### Congestion heat map

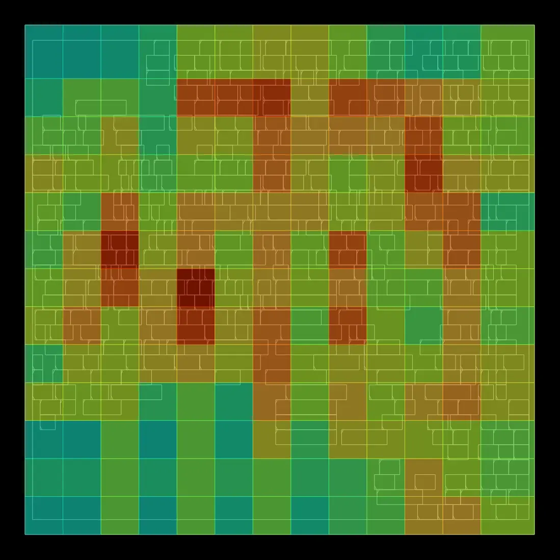
### I/O pins on the die edge

Drawn at 4 px/um. Pins as bars across the die edge, other pins in grey.
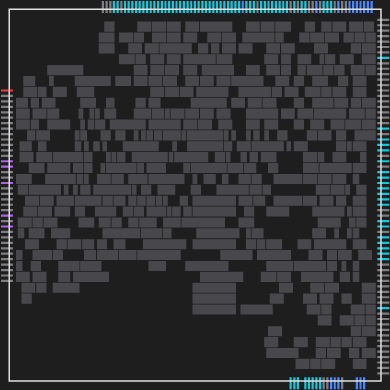
$ cat src/rtl/wb_xbar_pipe.sv
// wb_xbar_pipe: single-master, NS-slave pipelined Wishbone crossbar.
// Each accepted request pushes its target tag into a small in-order FIFO.
// Responses are taken only from the slave named by the head tag. Requests
// that hit no slave are answered with wbm_err one cycle after they reach the
// head. Define WB_XBAR_TIMEOUT_EN to add a watchdog that errors out a head
// entry whose slave stays silent for TIMEOUT cycles.
module wb_xbar_pipe #(
  parameter int NS      = 5,
  parameter int AW      = 16,
  parameter int DW      = 16,
  parameter int DEPTH   = 4,
  parameter logic [NS-1:0][AW-1:0] BASE = {16'h7000, 16'h6000, 16'h5000, 16'h4000, 16'h0000},
  parameter logic [NS-1:0][AW-1:0] MASK = {16'hF800, 16'hF800, 16'hF800, 16'hF800, 16'hE000},
  parameter int TIMEOUT = 255
) (
  input  logic             clk,
  input  logic             rst_n,
  input  logic             wbm_cyc,
  input  logic             wbm_stb,
  input  logic             wbm_we,
  input  logic [AW-1:0]    wbm_adr,
  input  logic [DW-1:0]    wbm_dat_i,
  output logic [DW-1:0]    wbm_dat_o,
  output logic             wbm_ack,
  output logic             wbm_err,
  output logic             wbm_stall,
  output logic [NS-1:0]    wbs_cyc,
  output logic [NS-1:0]    wbs_stb,
  output logic [NS-1:0]    wbs_we,
  output logic [AW-1:0]    wbs_adr,
  output logic [DW-1:0]    wbs_dat_o,
  input  logic [NS*DW-1:0] wbs_dat_i,
  input  logic [NS-1:0]    wbs_ack,
  input  logic [NS-1:0]    wbs_stall
);

  localparam int TW = $clog2(NS + 1);
  localparam int PW = $clog2(DEPTH);
  localparam int CW = PW + 1;
  localparam logic [TW-1:0] UNMAPPED = TW'(NS);

  logic [1:0]    rstSync_q;
  logic          live;
  logic [NS-1:0] sel;
  logic [TW-1:0] tgt;
  logic          hitStall;
  logic [TW-1:0] tagMem_q [DEPTH];
  logic [PW-1:0] rdPtr_q, rdPtr_d, wrPtr_q, wrPtr_d;
  logic [CW-1:0] count_q, count_d;
  logic [TW-1:0] lastTag_q, lastTag_d;
  logic          errArm_q, errArm_d;
  logic [TW-1:0] headTag;
  logic          headAck;
  logic [DW-1:0] headDat;
  logic          empty, full, blk, accept, pop, toErr;
  logic [NS-1:0] owns;

  // Reset asserts immediately but is released only after two clean edges
  always_ff @(posedge clk or negedge rst_n) begin
    if (!rst_n) rstSync_q <= 2'b00;
    else        rstSync_q <= {rstSync_q[0], 1'b1};
  end

  assign live = rstSync_q[1];

  // Address decode: lowest-index matching window wins, otherwise unmapped
  always_comb begin
    sel = '0;
    tgt = UNMAPPED;
    for (int i = NS - 1; i >= 0; i--) begin
      if ((wbm_adr & MASK[i]) == BASE[i]) begin
        sel = '0;
        sel[i] = 1'b1;
        tgt = TW'(i);
      end
    end
  end

  assign hitStall = |(sel & wbs_stall);
  assign headTag  = tagMem_q[rdPtr_q];
  assign empty    = (count_q == '0);
  assign full     = (count_q == CW'(DEPTH));

  // Response mux driven only by the slave at the head of the tag FIFO
  always_comb begin
    headAck = 1'b0;
    headDat = '0;
    for (int i = 0; i < NS; i++) begin
      if (headTag == TW'(i)) begin
        headAck = wbs_ack[i];
        headDat = wbs_dat_i[i*DW +: DW];
      end
    end
  end

  assign wbm_err   = live & wbm_cyc & (errArm_q | toErr);
  assign wbm_ack   = live & wbm_cyc & !empty & headAck & !wbm_err;
  assign wbm_dat_o = wbm_ack ? headDat : '0;
  assign pop       = wbm_ack | wbm_err;

  // A full FIFO only admits a request when the head leaves in the same cycle;
  // switching slaves waits until every earlier request has been answered.
  assign blk       = (full & !pop) | (!empty & (tgt != lastTag_q));
  assign wbm_stall = live ? (blk | hitStall) : hitStall;
  assign accept    = live & wbm_cyc & wbm_stb & !wbm_stall;

  // Slave-side controls; outstanding entries all share the last pushed tag
  always_comb begin
    owns = '0;
    for (int i = 0; i < NS; i++) begin
      owns[i] = !empty & (lastTag_q == TW'(i));
    end
  end

  assign wbs_stb   = (live & wbm_cyc & wbm_stb & !blk) ? sel : '0;
  assign wbs_cyc   = (live & wbm_cyc) ? (sel | owns) : '0;
  assign wbs_we    = wbm_we ? wbs_cyc : '0;
  assign wbs_adr   = wbm_adr;
  assign wbs_dat_o = wbm_dat_i;

  // Tag FIFO storage needs no reset: entries are qualified by the occupancy
  always_ff @(posedge clk) begin
    if (accept) tagMem_q[wrPtr_q] <= tgt;
  end

  // Next-state for pointers, occupancy and the unmapped-error arm
  always_comb begin
    rdPtr_d   = rdPtr_q;
    wrPtr_d   = wrPtr_q;
    count_d   = count_q;
    lastTag_d = lastTag_q;
    errArm_d  = 1'b0;
    if (!live || !wbm_cyc) begin
      rdPtr_d = '0;
      wrPtr_d = '0;
      count_d = '0;
    end else begin
      if (accept) begin
        wrPtr_d   = wrPtr_q + PW'(1);
        lastTag_d = tgt;
      end
      if (pop) rdPtr_d = rdPtr_q + PW'(1);
      count_d  = count_q + CW'(accept) - CW'(pop);
      errArm_d = !empty && (headTag == UNMAPPED) && !errArm_q;
    end
  end

  // FIFO control registers, cleared while reset or its release is pending
  always_ff @(posedge clk or negedge rst_n) begin
    if (!rst_n) begin
      rdPtr_q   <= '0;
      wrPtr_q   <= '0;
      count_q   <= '0;
      lastTag_q <= UNMAPPED;
      errArm_q  <= 1'b0;
    end else begin
      rdPtr_q   <= rdPtr_d;
      wrPtr_q   <= wrPtr_d;
      count_q   <= count_d;
      lastTag_q <= lastTag_d;
      errArm_q  <= errArm_d;
    end
  end

`ifdef WB_XBAR_TIMEOUT_EN
  localparam int TOW = $clog2(TIMEOUT + 1);

  logic [TOW-1:0] toCnt_q, toCnt_d;
  logic           toErr_q, toErr_d;

  // Watchdog counts silent cycles at the head and fires a one-cycle error
  always_comb begin
    toCnt_d = toCnt_q;
    toErr_d = 1'b0;
    if (!live || !wbm_cyc || empty || pop) begin
      toCnt_d = '0;
    end else if (toCnt_q == TOW'(TIMEOUT - 1)) begin
      toCnt_d = '0;
      toErr_d = 1'b1;
    end else begin
      toCnt_d = toCnt_q + TOW'(1);
    end
  end

  // Watchdog state registers
  always_ff @(posedge clk or negedge rst_n) begin
    if (!rst_n) begin
      toCnt_q <= '0;
      toErr_q <= 1'b0;
    end else begin
      toCnt_q <= toCnt_d;
      toErr_q <= toErr_d;
    end
  end

  assign toErr = toErr_q;
`else
  logic unusedTimeout;

  assign unusedTimeout = (TIMEOUT == 0);
  assign toErr         = 1'b0;
`endif

endmodule

$ cat config.mk
export PLATFORM = sky130hd
export DESIGN_NAME = wb_xbar_pipe
export DESIGN_NICKNAME = d
export VERILOG_FILES = /design/src/rtl/wb_xbar_pipe.sv
export SDC_FILE = /design/constraint.sdc
export NUM_CORES = 1
export LEC_CHECK = 0
export ABC_AREA = 0
export CORE_UTILIZATION = 30
export DETAILED_ROUTE_END_ITERATION = 10
export GPL_TIMING_DRIVEN = 0
export PLACE_DENSITY = 0.77
export SYNTH_ARGS = -nofsm -noshare
export SYNTH_HDL_FRONTEND = slang
export SYNTH_SLANG_ARGS = --single-unit
$ cat constraint.sdc
create_clock -name clk -period 3.4 [get_ports clk]
set_input_delay 0.68 -clock clk [delete_from_list [all_inputs] [get_ports clk]]
set_output_delay 0.68 -clock clk [all_outputs]
set_load 0.05 [all_outputs]
==> notes.md <==
Entry: Yosys synthesis followed by OpenROAD place and route.

Synth:
- The run puts the multiplexer share of the synthesized area at 21.41%.
- The run puts the share of synthesized cell area in full adder, half adder and majority cells at 3.866%.
- The run puts the post-synthesis share of cell area spent on and, or, nand and nor gates at 18.16%.
- The run puts the post-synthesis xor/xnor area fraction at 2.492%.
- In the synthesized netlist, the dominant kind of combinational cell is multiplexers.
- Looking at area per cell type in the netlist, the leader is mux4_2.
- For reference, the top cells by area after synthesis are mux4_2 18%, edfxtp_1 15%, dfrtp_1 11%.
- The run puts the compound-cell area share of the yosys netlist at 12.05%.
- The run gives the portion of synthesized cell area occupied by the leading cell type as 18.31%.
- Yosys reported that registers with async set or reset make up 52.00%.

Run:
- In this run the maximum-capacitance check reported violations numbering 0.
- In this run the tools logged warnings totalling 32.

Clock network:
- The run gives the hold buffer count at cts as 0.
- Once the clock tree was built, the resizer swapped 145 gates to a different size.
- The run puts the count of clock tree sinks at 25.
- In this run the number of H-tree levels came out at 1.
- Per the TritonCTS log, the buffer count is 3.
- Clock tree synthesis selected as its root buffer the cell clkbuf_8.

Run status:
- The checks that failed: negative setup slack.
- The run finished, with violations left.

STA:
- The last timing report of the flow puts the setup violation total at 1.
- The run gives the final hold violation count as 0.
- For this run, the top clock speed supported by timing is 0.2931 GHz.
- The final timing report derives a shortest allowable period of 3412 ps.
- The run puts the setup slack after layout at -11.50 ps.

Pwr:
- In this run the power spent charging and discharging nets is 0.2950 mW.
- The run gives the power density of the placed cells as 201.3 nW/um2.
- Cell internal power was estimated by the tool at 0.6406 mW.
- The run gives the largest voltage drop on the vdd net as 140.3 uV.
- The run gives the clock share of power as 19.1%.

Cells and area:
- For this run, combinational gates with multiple inputs come to 161.
- The run gives the tally of clock buffers in the finished layout as 3.
- The run puts the sequential cell count at 25.
- The run puts the register area at 688.2 um2.
- The run gives the total non-filler cell area in the finished layout as 4647 um2.
- The layout report lists the clock-cell share of area as 1.050%.
- In the final layout, flip-flops and latches take up 14.81% of the cell area.
- The final antenna diode tally reported by the flow is 0.

Setup path:
- The setup path with the least slack is of type register to output pin.

Detailed routing:
- The run gives the uppermost signal routing layer after detailed routing as met4.
- For this run, the detailed router's first-pass iteration total came to 4.
- The run puts the total number of vias at 2663.

GRT:
- The run gives the number of global-route vias before repair as 2662.

Die:
- The floorplan report lists the tap cell count as 102.

Placement:
- After detailed placement, the total cell area comes to 4312 um2.
- The run puts the number of cells after detailed placement at 505.
- The run gives the detailed-placement wirelength estimate as 7304 um.
## Picture notes: 'Congestion heat map'
total global routing track utilization: 19.31%
post-detailed-route wirelength per cell: 17.19 um
global routing's busiest layer: met2

## Picture notes: 'I/O pins on the die edge'
Purple is `wbs_stb`, pins 5, direction output, edge left. Cyan is `wbs_dat_i`, pins 80, direction input, edge 51 top, 21 right, 8 bottom. Red is `wbm_cyc`, pins 1, direction input, edge left. Blue is `wbs_dat_o`, pins 16, direction output, edge 10 top, 6 bottom.
vertical extent of the die: 92.55 um
die width: 92.55 um

-- final timing paths --
kind,start,endpoint,slack [ps],depth (start not counted)
min in group asynchronous,rst_n,lastTag_q[1]$_DFFE_PN0P_,790,1
hold reg to reg,rstSync_q[0]$_DFF_PN0_,rstSync_q[1]$_DFF_PN0_,350,0
hold / removal,rstSync_q[0]$_DFF_PN0_,rstSync_q[1]$_DFF_PN0_,350,0
setup / recovery,rdPtr_q[0]$_DFFE_PN0P_,wbs_stb[3],-10,9
max in group asynchronous,rst_n,rdPtr_q[0]$_DFFE_PN0P_,2210,1
setup reg to reg,rdPtr_q[0]$_DFFE_PN0P_,count_q[2]$_DFF_PN0_,50,15
-- cells in the final DEF, fill, tap and decap left out, drive strengths merged, types with 4 or more instances in the layout --
| cell type | netlist | layout |
|---|---|---|
| a21oi | 6 | 6 |
| a22oi | 17 | 17 |
| and2 | 12 | 12 |
| buf | 41 | 78 |
| clkbuf | 4 | 10 |
| clkdlybuf4s50 | 0 | 132 |
| dfrtp | 11 | 11 |
| dlygate4sd2 | 0 | 4 |
| edfxtp | 12 | 12 |
| ha | 6 | 6 |
| inv | 9 | 9 |
| mux2 | 4 | 4 |
| mux4 | 20 | 20 |
| nand2 | 9 | 9 |
| nor2 | 29 | 29 |
| nor3 | 5 | 5 |
| nor3b | 4 | 4 |
| o21ai | 6 | 6 |
| xor2 | 4 | 4 |
-- state kept, by name, summed over array words and instances, names as in the netlist --
name       cells
tagMem_q      12
count_q        3
lastTag_q      3
rdPtr_q        2
rstSync_q      2
wrPtr_q        2
errArm_q       1
-- critical path, stage by stage, from the launching register on --
cell      delay [ps]
dfrtp_1          350
buf_6            120
mux4_2           600
o21bai_4         220
a21oi_4          210
o21a_1           230
nand2_2           90
buf_8            170
nor4_4           270
buf_6            200
Power and IR drop assume default switching activity.
